==> src/rtl/hamming_secded_pkg.sv <==
// Shared types and helpers for the SECDED UART receive path.
package hamming_secded_pkg;
    // Hamming positions (1-based); codeword bit index is position - 1, bit 7 is overall parity.
    localparam int POS_P1 = 1;
    localparam int POS_P2 = 2;
    localparam int POS_D0 = 3;
    localparam int POS_P4 = 4;
    localparam int POS_D1 = 5;
    localparam int POS_D2 = 6;
    localparam int POS_D3 = 7;
    localparam int IDX_PAR = 7;

    typedef enum logic [1:0] {
        ST_IDLE,
        ST_START,
        ST_DATA,
        ST_STOP
    } rx_state_e;

    typedef struct packed {
        logic err1;
        logic err2;
        logic par;
    } dec_status_t;

    function automatic logic [2:0] hamming84_syndrome(input logic [7:0] cw);
        logic [2:0] s;
        s[0] = cw[POS_P1-1] ^ cw[POS_D0-1] ^ cw[POS_D1-1] ^ cw[POS_D3-1];
        s[1] = cw[POS_P2-1] ^ cw[POS_D0-1] ^ cw[POS_D2-1] ^ cw[POS_D3-1];
        s[2] = cw[POS_P4-1] ^ cw[POS_D1-1] ^ cw[POS_D2-1] ^ cw[POS_D3-1];
        return s;
    endfunction
endpackage

==> src/rtl/hamming84_decode.sv <==
// Combinational extended Hamming(8,4) decoder: correct single errors, flag double/parity errors.
module hamming84_decode
    import hamming_secded_pkg::*;
(
    input  logic [7:0]  i_cw,
    output logic [3:0]  o_data,
    output dec_status_t o_status
);
    logic [2:0] w_syn;
    logic       w_q;
    logic [7:0] w_fix;

    always_comb begin
        w_syn    = hamming84_syndrome(i_cw);
        w_q      = ^i_cw;
        w_fix    = i_cw;
        o_status = '0;
        if (w_syn != 3'd0 && w_q) begin
            w_fix[w_syn - 3'd1] = ~i_cw[w_syn - 3'd1];
            o_status.err1       = 1'b1;
        end else if (w_syn == 3'd0 && w_q) begin
            o_status.par = 1'b1;
        end else if (w_syn != 3'd0) begin
            // Two flips: syndrome points nowhere useful, so data stays raw.
            o_status.err2 = 1'b1;
        end
        o_data = {w_fix[POS_D3-1], w_fix[POS_D2-1], w_fix[POS_D1-1], w_fix[POS_D0-1]};
    end
endmodule

==> src/rtl/hamming_secded_uart_rx.sv <==
// UART receiver for SECDED codewords with a single-entry output buffer and error counters.
module hamming_secded_uart_rx
    import hamming_secded_pkg::*;
#(
    parameter int CLKS_PER_BIT = 4,
    parameter int CNT_W        = 8
) (
    input  logic             i_clk,
    input  logic             i_rst_n,
    input  logic             i_rx,
    input  logic             i_ready,
    input  logic             i_clr_cnt,
    output logic             o_valid,
    output logic [3:0]       o_data,
    output logic             o_1bit_error,
    output logic             o_2bit_error,
    output logic             o_parity_error,
    output logic             o_frame_error,
    output logic             o_overrun,
    output logic [CNT_W-1:0] o_cnt_corrected,
    output logic [CNT_W-1:0] o_cnt_uncorrectable
);
    localparam int BAUD_W = $clog2(CLKS_PER_BIT);
    localparam logic [BAUD_W-1:0] HALF_LAST = BAUD_W'(CLKS_PER_BIT/2 - 1);
    localparam logic [BAUD_W-1:0] FULL_LAST = BAUD_W'(CLKS_PER_BIT - 1);

    logic              r_sync1, r_sync2;
    rx_state_e         r_state;
    logic [BAUD_W-1:0] r_baud;
    logic [2:0]        r_bit;
    logic [7:0]        r_cw;
    logic              r_valid;
    logic [3:0]        r_data;
    dec_status_t       r_status;
    logic              r_ferr, r_ovr;
    logic [CNT_W-1:0]  r_cnt_corr, r_cnt_unc;

    logic              w_rx, w_stop_smp, w_push, w_accept;
    logic [3:0]        w_dec_data;
    dec_status_t       w_dec_status;

    always_ff @(posedge i_clk) begin
        if (!i_rst_n) begin
            r_sync1 <= 1'b1;
            r_sync2 <= 1'b1;
        end else begin
            r_sync1 <= i_rx;
            r_sync2 <= r_sync1;
        end
    end
    assign w_rx = r_sync2;

    always_ff @(posedge i_clk) begin
        if (!i_rst_n) begin
            r_state <= ST_IDLE;
            r_baud  <= '0;
            r_bit   <= '0;
            r_cw    <= '0;
        end else begin
            case (r_state)
                ST_IDLE: if (!w_rx) begin
                    r_state <= ST_START;
                    r_baud  <= '0;
                end
                ST_START: if (r_baud == HALF_LAST) begin
                    r_baud  <= '0;
                    r_bit   <= '0;
                    r_state <= w_rx ? ST_IDLE : ST_DATA;
                end else begin
                    r_baud <= r_baud + 1'b1;
                end
                ST_DATA: if (r_baud == FULL_LAST) begin
                    r_baud <= '0;
                    r_cw   <= {w_rx, r_cw[7:1]};
                    r_bit  <= r_bit + 3'd1;
                    if (r_bit == 3'd7) r_state <= ST_STOP;
                end else begin
                    r_baud <= r_baud + 1'b1;
                end
                ST_STOP: if (r_baud == FULL_LAST) begin
                    r_baud  <= '0;
                    r_state <= ST_IDLE;
                end else begin
                    r_baud <= r_baud + 1'b1;
                end
                default: r_state <= ST_IDLE;
            endcase
        end
    end

    hamming84_decode u_dec (
        .i_cw     (r_cw),
        .o_data   (w_dec_data),
        .o_status (w_dec_status)
    );

    assign w_stop_smp = (r_state == ST_STOP) && (r_baud == FULL_LAST);
    assign w_push     = w_stop_smp && w_rx;
    // A push into a full buffer still lands if the consumer drains it this cycle.
    assign w_accept   = w_push && (!r_valid || i_ready);

    always_ff @(posedge i_clk) begin
        if (!i_rst_n) begin
            r_valid    <= 1'b0;
            r_data     <= '0;
            r_status   <= '0;
            r_ferr     <= 1'b0;
            r_ovr      <= 1'b0;
            r_cnt_corr <= '0;
            r_cnt_unc  <= '0;
        end else begin
            r_ferr <= w_stop_smp && !w_rx;
            r_ovr  <= w_push && !w_accept;
            if (w_accept) begin
                r_valid  <= 1'b1;
                r_data   <= w_dec_data;
                r_status <= w_dec_status;
            end else if (r_valid && i_ready) begin
                r_valid <= 1'b0;
            end
            if (i_clr_cnt) begin
                r_cnt_corr <= '0;
                r_cnt_unc  <= '0;
            end else if (w_accept) begin
                if ((w_dec_status.err1 || w_dec_status.par) && r_cnt_corr != '1)
                    r_cnt_corr <= r_cnt_corr + 1'b1;
                if (w_dec_status.err2 && r_cnt_unc != '1)
                    r_cnt_unc <= r_cnt_unc + 1'b1;
            end
        end
    end

    assign o_valid             = r_valid;
    assign o_data              = r_data;
    assign o_1bit_error        = r_status.err1;
    assign o_2bit_error        = r_status.err2;
    assign o_parity_error      = r_status.par;
    assign o_frame_error       = r_ferr;
    assign o_overrun           = r_ovr;
    assign o_cnt_corrected     = r_cnt_corr;
    assign o_cnt_uncorrectable = r_cnt_unc;
endmodule

==> config.mk <==
export PLATFORM = sky130hd
export DESIGN_NAME = hamming_secded_uart_rx
export DESIGN_NICKNAME = d
export VERILOG_FILES = /design/src/rtl/hamming_secded_pkg.sv /design/src/rtl/hamming84_decode.sv /design/src/rtl/hamming_secded_uart_rx.sv
export SDC_FILE = /design/constraint.sdc
export NUM_CORES = 1
export LEC_CHECK = 0
export ABC_AREA = 1
export CORE_MARGIN = 3
export CORE_UTILIZATION = 45
export CTS_CLUSTER_DIAMETER = 80
export DETAILED_ROUTE_END_ITERATION = 7
export PLACE_DENSITY = 0.7
export SYNTH_ARGS = -nofsm -noshare
export SYNTH_HDL_FRONTEND = slang
export SYNTH_SLANG_ARGS = --single-unit
==> constraint.sdc <==
create_clock -name i_clk -period 2.09 [get_ports i_clk]
set_clock_uncertainty 0.05 [all_clocks]
set_input_delay 0.3135 -clock i_clk [delete_from_list [all_inputs] [get_ports i_clk]]
set_output_delay 0.3135 -clock i_clk [all_outputs]
set_load 0.01 [all_outputs]
==> results.ini, run 1 <==
[final_timing]
period_needed_ns=1.98
min_period_over_period=0.947

[synth]
synth_seq_share=0.355
avgSynthCellArea_sq_um=7.05
yosys.area_share.aoi=0.141
ys_sh_xor=0.0434
ff_type=dfxtp_1
synthMuxAreaShare=0
synth.distinct_cells=37

[die]
io_pins=31
core_util_floorplan=0.469
die-area_sq_mm=0.00630
die_x_microns=79.4

[critical_path]
critPathCaptureType=register
critPathTopFamily=simple AND/OR/NAND/NOR gates
cp.arrival_ns=2.16
path_cells=inv_4, nand2_1, nand3_2, nand2_2, nand2_4, nand2_4, nand2_4, inv_2, ha_4, buf_4, nor2_2, nand3_1, a21oi_1, nand2_1, a21oi_1
cpMostUsedCell=nand2_4

[worst_hold_path]
min_to=r_sync2
min_path_cells=1

[detailed_routing]
highest_layer=met4
met1_length_microns=2560

[clocking]
clk_path_buf_depth=2

[status]
status=completed

[cells_and_area]
drive_gt1_frac=0.232

[global_route]
grt_pass1_vias=2285

-- run 1: how the worst max path moves through the flow --
stage / from / end / depth (start not counted)
after CTS: r_cw[0] / o_data[2] / 15
final: r_cw[2] / o_data[2] / 15
after global routing: r_cw[2] / o_data[3] / 17
after floorplan: r_cw[2] / o_cnt_uncorrectable[4] / 16
after global placement: r_cw[2] / o_cnt_uncorrectable[5] / 14
after detailed placement: r_cw[2] / o_cnt_uncorrectable[4] / 14
-- run 1: worst register-to-register path, cell delays in order, from the launching register on --
cell and delay [ns]:
dfxtp_4 0.37, inv_4 0.06, nand2_1 0.06, nand3_2 0.12, nand2_2 0.10, nand2_4 0.11
nand2_4 0.06, nand2_4 0.07, inv_2 0.04, ha_4 0.16, buf_4 0.15, nor2_2 0.12
nand3_1 0.10, a21oi_1 0.16, nand2_1 0.07, a21oi_1 0.11
-- run 1: cells in the mapped netlist (2+ instances only) --
library cell	instances	area, sq um
a21oi_2	2	17.5
nor3b_2	2	25.0
nand2_4	2	22.5
nor3_1	5	25.0
nor2_1	18	67.6
ha_1	8	100
nand2_2	8	50.1
clkbuf_1	3	11.3
buf_4	2	15.0
xor2_1	6	52.6
nor4_1	4	25.0
or2_2	2	12.5
inv_1	41	154
a31oi_1	2	12.5
nor2_4	2	22.5
nand2_1	84	315
nand4_1	3	18.8
o21ai_0	19	95.1
nand3_1	26	130
dfxtp_1	43	861
o21a_1	2	15.0
o21ai_1	2	10.0
a21oi_1	32	160
inv_2	7	26.3
xnor2_1	6	52.6
nor3_4	2	32.5
-- run 1: cells in the final DEF (no fill, tap or decap), types with 2 or more instances in the layout --
master	n
nand2_1	79
inv_1	38
dfxtp_1	37
a21oi_1	32
buf_4	32
clkdlybuf4s50_1	30
nand3_1	23
o21ai_0	19
nor2_1	12
nand2_2	10
inv_2	9
ha_1	7
xnor2_1	6
xor2_1	6
nand2_4	5
nor3_1	5
clkbuf_8	5
dfxtp_2	5
nor2_2	4
nor2_4	4
nand4_1	3
nor4_1	3
inv_4	2
nand3_2	2
nand3_4	2
nor3b_2	2
o21ai_1	2
nor3_4	2
a21oi_2	2
o21a_1	2
or2_2	2
a31oi_1	2
-- run 1: through the flow --
stage / power [uW] / util / setup WS [ns]
2_1_floorplan: 916 / - / 0.0135
3_3_place_gp: 943 / 0.573 / 0.0215
3_5_place_dp: 946 / 0.573 / -0.0668
4_1_cts: 1470 / 0.592 / 0.0171
5_1_grt: 1530 / 0.615 / -0.0408
6_report: 1460 / 0.615 / 0.110
-- run 1: final cells by class --
type | count | area, sq um
fill | 473 | 1990
multi-input combinational | 242 | 1410
clock buffer | 6 | 72.6
sequential | 43 | 871
clock inverter | 2 | 12.5
tap | 70 | 87.6
timing repair buffer | 62 | 541
inverter | 50 | 193
-- run 1: power by group --
part	switching [uW]	internal, uW	leakage [uW]
Sequential	10.3	828	0.000350
Combinational	53.0	33.4	0.000924
Clock	305	234	0.0000412
-- run 1: timing repair --
action | in CTS | in global routing
resized | 5 | 29
endpoints found under the setup margin | 6 | 15
cloned | 0 | 0
buffers inserted | 0 | 4
pin swaps | 0 | 13
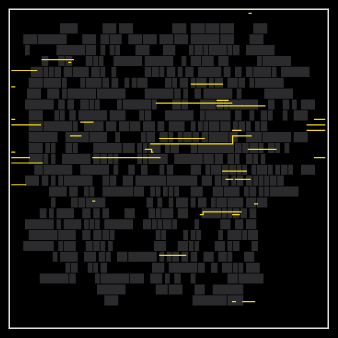
Run 1: the metal 3 layer
Scale: 4 px per micron. Cells faint in the background.
nets with wire on the layer: 28
main direction: horizontal
share of all routed wire: 3.5%
longest straight run: 20.5 microns
met3 Usage GRT: 0.0316
DRT Wirelength: 5750 microns
Vias: 2342

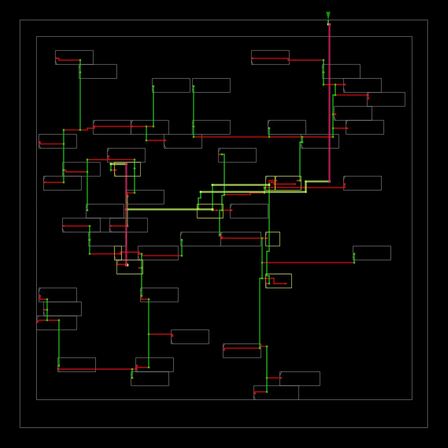
Run 1: clock wiring as the flow saved it
CTS Buf Count: 5
# clk buffers: 6
Clk power: 539 uW
Latency at later pin: 0.30 ns

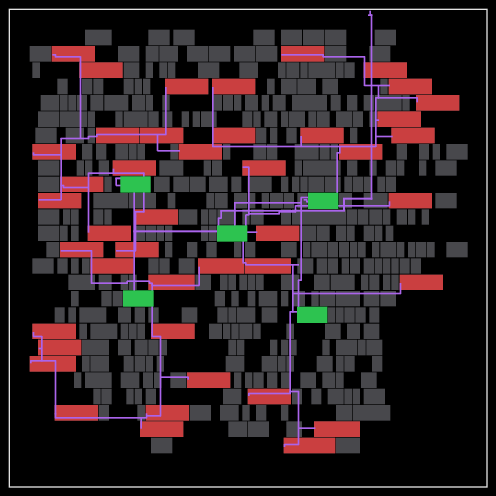
Run 1: clock network drawn from the DEF
Scale: 6 px per micron.
legend:
  red:
    item: flip-flops
    count: 43
  purple:
    item: clock wires
    length: 582 microns
  green:
    item: clock drivers
    count: 5
routed clock nets: 6
clock group share of total power: 0.368

==> run 2, diff against run 1 <==
--- a/config.mk
+++ b/config.mk
@@ -6,6 +6,7 @@
 export NUM_CORES = 1
 export LEC_CHECK = 0
 export ABC_AREA = 1
+export CORE_ASPECT_RATIO = 1.5
 export CORE_MARGIN = 3
 export CORE_UTILIZATION = 45
 export CTS_CLUSTER_DIAMETER = 80
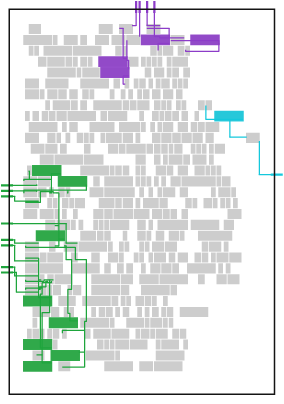
Run 2: wires at chosen ports, followed through buffers
Scale: 4 px per micron.
legend:
  purple:
    port: o_data
    direction: output
    end_cells: 4
    buffers: 4
    wire: 87.7 microns
  green:
    port: o_cnt_corrected
    direction: output
    end_cells: 8
    buffers: 8
    wire: 308 microns
  cyan:
    port: o_1bit_error
    direction: output
    end_cells: 1
    buffers: 1
    wire: 32.7 microns
I/O Buffers: 30
io pins: 31

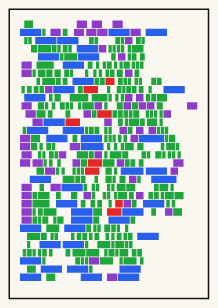
Run 2: cell classes on the final placement
Scale: 3 px per micron.
legend:
  red:
    class: clock drivers and dummy loads
    cells: 8
  blue:
    class: sequential cells
    cells: 43
  green:
    class: combinational and other logic
    cells: 292
  purple:
    class: remaining buffers and delay cells
    cells: 58
post-layout util: 0.608
flop share of the area: 0.277
Core Region: 0.00516 sq mm

==> run 2 against run 1 <==
Against the previous run:
- cell count down 1.3%
- worst setup slack better by 0.017 ns
- clock power up 6.9%
- synthesized cell count unchanged
- die size up 0.29%
- critical path depth up 2
- critical path type unchanged
==> results.ini, run 2 <==
[status]
status=completed

[final_timing]
min_period_over_period=0.939
period_needed_ns=1.96

[worst_hold_path]
min_to=r_sync2

[critical_path]
critPathCaptureType=register
worst-path-stages=17

[power]
switching_power_uw=371
p_int_uw=1130
power_frac_seq=0.558
p_sw_frac=0.247
fin_total_pwr_uw=1500

[cells_and_area]
lay_top_count=nand2_1
layout_top_cells=nand2_1 (78), inv_1 (39), dfxtp_1 (39), a21oi_1 (32), clkdlybuf4s50_1 (30)

[clocking]
insertion_delay_ns=0.30
numCtsBuffers=5
clk_path_buf_depth=2

[synth]
avgSynthCellArea_sq_um=7.05
synth.distinct_cells=37
ff_type=dfxtp_1
top_cell=nand2_1
area_leaders=dfxtp_1 (36%), nand2_1 (13%), a21oi_1 (6.6%)
top_area_cell=dfxtp_1

[die]
core_util_floorplan=0.469

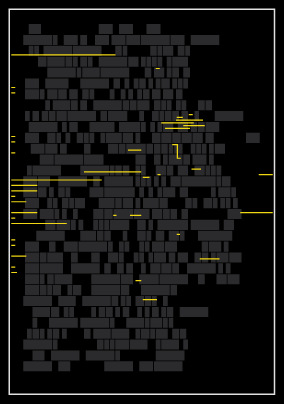
Run 2: the metal 3 layer
Scale: 4 px per micron. Cells faint in the background.
nets with wire on the layer: 33
share of all routed wire: 3.0%
main direction: horizontal
wire length on this layer: 172 microns
longest straight run: 25.8 microns
DRT Wirelength: 5710 microns
Vias: 2399
met3 Usage GRT: 0.0269

-- run 2: cell count changes in the layout (fill, tap and decap cells not counted), sizes merged --
cell,before,now
buf,32,28
-- run 2: worst max path at each step --
stage | to
after detailed placement | o_cnt_uncorrectable[4]
after global placement | o_cnt_uncorrectable[4]
after floorplan | o_cnt_uncorrectable[4]
after CTS | o_data[3]
after global routing | o_data[1]
final | o_data[1]
-- run 2: cell families after synthesis --
kind of cell / share of synthesized area
buffers and inverters: 0.103
adder cells (fa/ha/maj): 0.0413
AND-OR/OR-AND: 0.141
flip-flops: 0.355
XOR/XNOR: 0.0434
AND/OR/NAND/NOR: 0.315
-- run 2: power by group through the flow --
stage	sequential (uW)	clock, uW	combinational, uW
after floorplan	857	0	59.0
after global placement	859	0	84.7
after detailed placement	859	0	87.1
after CTS	840	588	87.6
after global routing	841	616	101
final	838	576	87.7
-- run 2: routing by layer --
metal,vias up,GRT usage,part of all wire
li1,1231,-,-
met4,0,0.0727,0.025
met3,12,0.0269,0.030
met2,47,0.350,0.53
met5,-,0,0
met1,1109,0.227,0.42
-- run 2: timing repair --
item	CTS	global route
endpoints found under the setup margin	3	15
pin swaps	0	6
endpoints found under the hold margin	0	0
resized	2	26
setup buffers	0	4
hold buffers	0	0
-- run 2: final cells by class --
class | instances | area, sq um
clock buffer | 6 | 82.6
clock inverter | 2 | 16.3
fill | 469 | 2020
inverter | 50 | 193
multi-input combinational | 242 | 1380
sequential | 43 | 871
tap | 68 | 85.1
timing repair buffer | 58 | 510
-- run 2: stage by stage --
step                setup TNS [ns]   util  hold slack, ns  setup slack (ns)
floorplan                        0      -           0.343            0.0135
global placement                 0  0.567           0.349            0.0444
detailed placement         -0.0217  0.567           0.355           -0.0217
CTS                              0  0.587           0.377            0.0146
global route                -0.117  0.608           0.392           -0.0456
finish                           0  0.608           0.375             0.127
Power is estimated from default activity; no workload was simulated.
